## src/rtl/demux_scan.sv

```systemverilog
// Registered 1-to-4 demultiplexer with direct-select and round-robin scan modes.
// Optional build macro DEMUX_CLEAR_ON_DISABLE_EN: clear o0..o3 on every edge spent in IDLE.
module demux_scan #(
  parameter int WIDTH = 1
) (
  input  logic             clk,
  input  logic             rst,
  input  logic             e,
  input  logic             scan,
  input  logic             s0,
  input  logic             s1,
  input  logic [WIDTH-1:0] d,
  input  logic             d_valid,
  output logic             ready,
  output logic [WIDTH-1:0] o0,
  output logic [WIDTH-1:0] o1,
  output logic [WIDTH-1:0] o2,
  output logic [WIDTH-1:0] o3,
  output logic             v0,
  output logic             v1,
  output logic             v2,
  output logic             v3,
  output logic             frame_done,
  output logic [1:0]       ch
);

  typedef enum logic [1:0] {
    IDLE   = 2'd0,
    DIRECT = 2'd1,
    SCAN   = 2'd2
  } state_t;

  state_t           state_q, state_d;
  logic [1:0]       cnt_q, cnt_d;
  logic [WIDTH-1:0] o_q [4];
  logic [WIDTH-1:0] o_d [4];
  logic [3:0]       v_q, v_d;
  logic             frame_done_q, frame_done_d;
  logic             accept;

  always_comb begin
    ready  = (state_q != IDLE) && e;
    accept = ready && d_valid;

    case (state_q)
      DIRECT:  ch = {s0, s1};
      SCAN:    ch = cnt_q;
      default: ch = 2'd0;
    endcase

    if (!e) begin
      state_d = IDLE;
    end else if (scan) begin
      state_d = SCAN;
    end else begin
      state_d = DIRECT;
    end

    // Counter only advances while staying in SCAN; any fresh entry restarts the frame.
    if (state_d != SCAN || state_q != SCAN) begin
      cnt_d = 2'd0;
    end else if (accept) begin
      cnt_d = cnt_q + 2'd1;
    end else begin
      cnt_d = cnt_q;
    end

    frame_done_d = accept && (state_q == SCAN) && (cnt_q == 2'd3);

    v_d = 4'b0000;
    for (int i = 0; i < 4; i++) begin
      o_d[i] = o_q[i];
`ifdef DEMUX_CLEAR_ON_DISABLE_EN
      if (state_q == IDLE) begin
        o_d[i] = '0;
      end
`endif
      if (accept && (ch == 2'(i))) begin
        o_d[i] = d;
        v_d[i] = 1'b1;
      end
    end
  end

  always_ff @(posedge clk or posedge rst) begin
    if (rst) begin
      state_q      <= IDLE;
      cnt_q        <= 2'd0;
      v_q          <= 4'b0000;
      frame_done_q <= 1'b0;
      for (int i = 0; i < 4; i++) begin
        o_q[i] <= '0;
      end
    end else begin
      state_q      <= state_d;
      cnt_q        <= cnt_d;
      v_q          <= v_d;
      frame_done_q <= frame_done_d;
      for (int i = 0; i < 4; i++) begin
        o_q[i] <= o_d[i];
      end
    end
  end

  assign o0         = o_q[0];
  assign o1         = o_q[1];
  assign o2         = o_q[2];
  assign o3         = o_q[3];
  assign v0         = v_q[0];
  assign v1         = v_q[1];
  assign v2         = v_q[2];
  assign v3         = v_q[3];
  assign frame_done = frame_done_q;

endmodule

```

## config.mk

```make
export PLATFORM = sky130hd
export DESIGN_NAME = demux_scan
export DESIGN_NICKNAME = d
export VERILOG_FILES = /design/src/rtl/demux_scan.sv
export SDC_FILE = /design/constraint.sdc
export NUM_CORES = 1
export LEC_CHECK = 0
export CAP_MARGIN = 20
export CORE_MARGIN = 1
export CORE_UTILIZATION = 46
export DETAILED_ROUTE_END_ITERATION = 7
export GPL_ROUTABILITY_DRIVEN = 0
export PLACE_DENSITY = 0.8
export SETUP_SLACK_MARGIN = 0.2
export SLEW_MARGIN = 20
export SYNTH_ARGS = -nofsm -noshare
export SYNTH_HDL_FRONTEND = slang
export SYNTH_SLANG_ARGS = --single-unit
```

## constraint.sdc

```tcl
create_clock -name clk -period 4.6 [get_ports clk]
set_clock_uncertainty 0.05 [all_clocks]
set_input_delay 0.92 -clock clk [delete_from_list [all_inputs] [get_ports clk]]
set_output_delay 0.92 -clock clk [all_outputs]
set_load 0.01 [all_outputs]
```

==> images/metal_stack.png <==
The bar under the picture is 10 um long.
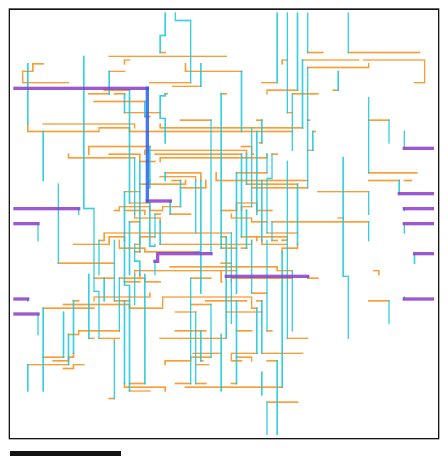
| layer | colour | wire length |
|---|---|---|
| met3 | purple | 52.9 um |
| met1 | orange | 488 um |
| met4 | blue | 10.2 um |
| met2 | cyan | 529 um |

==> images/registers.png <==
Other sequential cells in the stronger grey, the rest of the logic in the fainter grey.
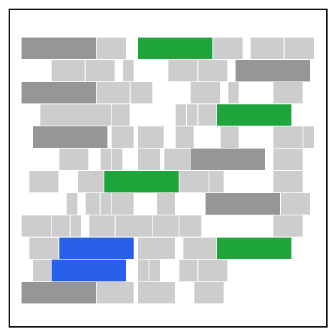
| signal | colour | flops |
|---|---|---|
| v_q | green | 4 |
| state_q | blue | 2 |

==> images/final_clocks.png <==
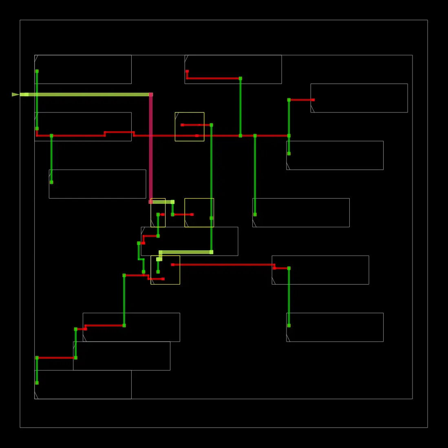
flip-flops: 13
insertion delay at the late pin of the worst-skew pair: 270 ps
power dissipated in the clock network: 0.0703 mW

==> images/pins.png <==
Pins as bars across the die edge, other pins in grey.
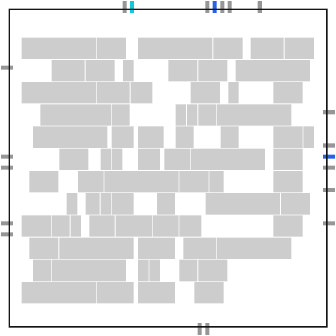
| port | colour | pins | direction | edge |
|---|---|---|---|---|
| o1 | cyan | 1 | output | top |
| ch | blue | 2 | output | 1 top, 1 right |
input/output buffers: 19
width of the die: 38.7 um
Die Y-Extent: 38.7 um

## cell type report
type | instances | area (sq um)
clock buffer | 4 | 26.3
fill | 89 | 323
multi-input combinational | 32 | 267
tap | 14 | 17.5
sequential | 13 | 325
inverter | 6 | 22.5
timing repair buffer | 19 | 190
## registers in the layout (all words and copies together) (netlist names)
| register | cells |
|---|---|
| cnt_q | 2 |
| state_q | 2 |
| o3 | 1 |
| frame_done | 1 |
| o1 | 1 |
| o0 | 1 |
| o2 | 1 |
| v_q | 4 |
## layer usage
metal | up-vias | wire length, um | GRT usage (%)
met4 | 0 | 10 | 10.3
li1 | 227 | - | -
met5 | - | 0 | 0
met3 | 2 | 52 | 5.20
met2 | 15 | 528 | 27.1
met1 | 210 | 488 | 20.7
==> run summary <==
Results of the flow run.

The flow ran to the end, and the final reports show no timing, DRC or antenna violations. Ranked by instance count, the synthesized netlist is headed by dfrtp_1 (13), inv_1 (6), ha_1 (4), nand2_1 (4), and2_1 (3). In this run the static leakage power is about 0.41 nW.

In this run, placement finished with an instance count of about 84. Looking at the worst setup and hold paths, the clock pins of their registers show a slew of about 80 ps. During I/O placement, the number of pins put on the boundary was 20. The final number of setup-violating endpoints stands at 0. In this run the layout overhead on the synthesized area is reported as 37.0%. The capture point of the critical path was reported as ch[0].

The number of cells in the yosys synthesis report stands at roughly 52. Post-synth the commonest register cell is dfrtp_1. The worst path meets setup with approximately 1300 ps of slack. The layout stage reports a final design area of between 800 and 900 sq um. According to the timing report, the arrival time at the worst endpoint equals between 2000 and 2500 ps. The number of cells on the worst hold path is listed as 1.

The synthesized design spends more area on one cell type than any other, namely dfrtp_1. The average wire per cell in the routed design stands at approximately 12 um. For this run the aggregate overflow at the end of global routing stands at 0. The ratio of total power to cell area stands at roughly 270 nW/um^2. At the placement stage, the worst setup path has a slack of 1300 ps. Yosys attributes the largest share of cell area to dfrtp_1 (53%), ha_1 (8.1%), nor4b_4 (3.8%). Warnings raised by the tools during the run amount to 28. In this run the mean area of a mapped cell was around 12 sq um.

The sequential-to-total area share from yosys stat stands at ~53%. Combinational cells consume a total of approximately 0.04 mW. The slowest stage of the critical path is the clkdlybuf4s50_1 cell. The synthesized instance count stands at 52.

The most common logic cell in the final layout is clkdlybuf4s50_1. Per the detail_route report, vias per standard cell equal around 5.2. Once the floorplan was initialized, standard cells occupied ~53% of the core. Per the timing report, the most critical flop-to-flop path originates at state_q[0]. The worst setup path is captured at an output port. The cell resize tally after clock tree synthesis stands at 0. The most common logic cells in the final layout are clkdlybuf4s50_1 (19), dfrtp_1 (13), inv_1 (6). The number of clock sinks seen by CTS stands at 13. The via count of the first global-routing pass stands at ~400.

STA shows the worst reg2reg path with a cell count of 5. Checking max transition, the worst relative margin is about two thirds. Checking hold timing, the worst path is listed with class reg2reg. After synthesis, the largest area contributor takes up between 50% and 60% of total cell area. After the first detailed-routing iteration, the DRC count stood at 12. Counting flops with an async set or reset pin after synthesis yields a share of 100%.
Power is estimated from default activity; no workload was simulated.
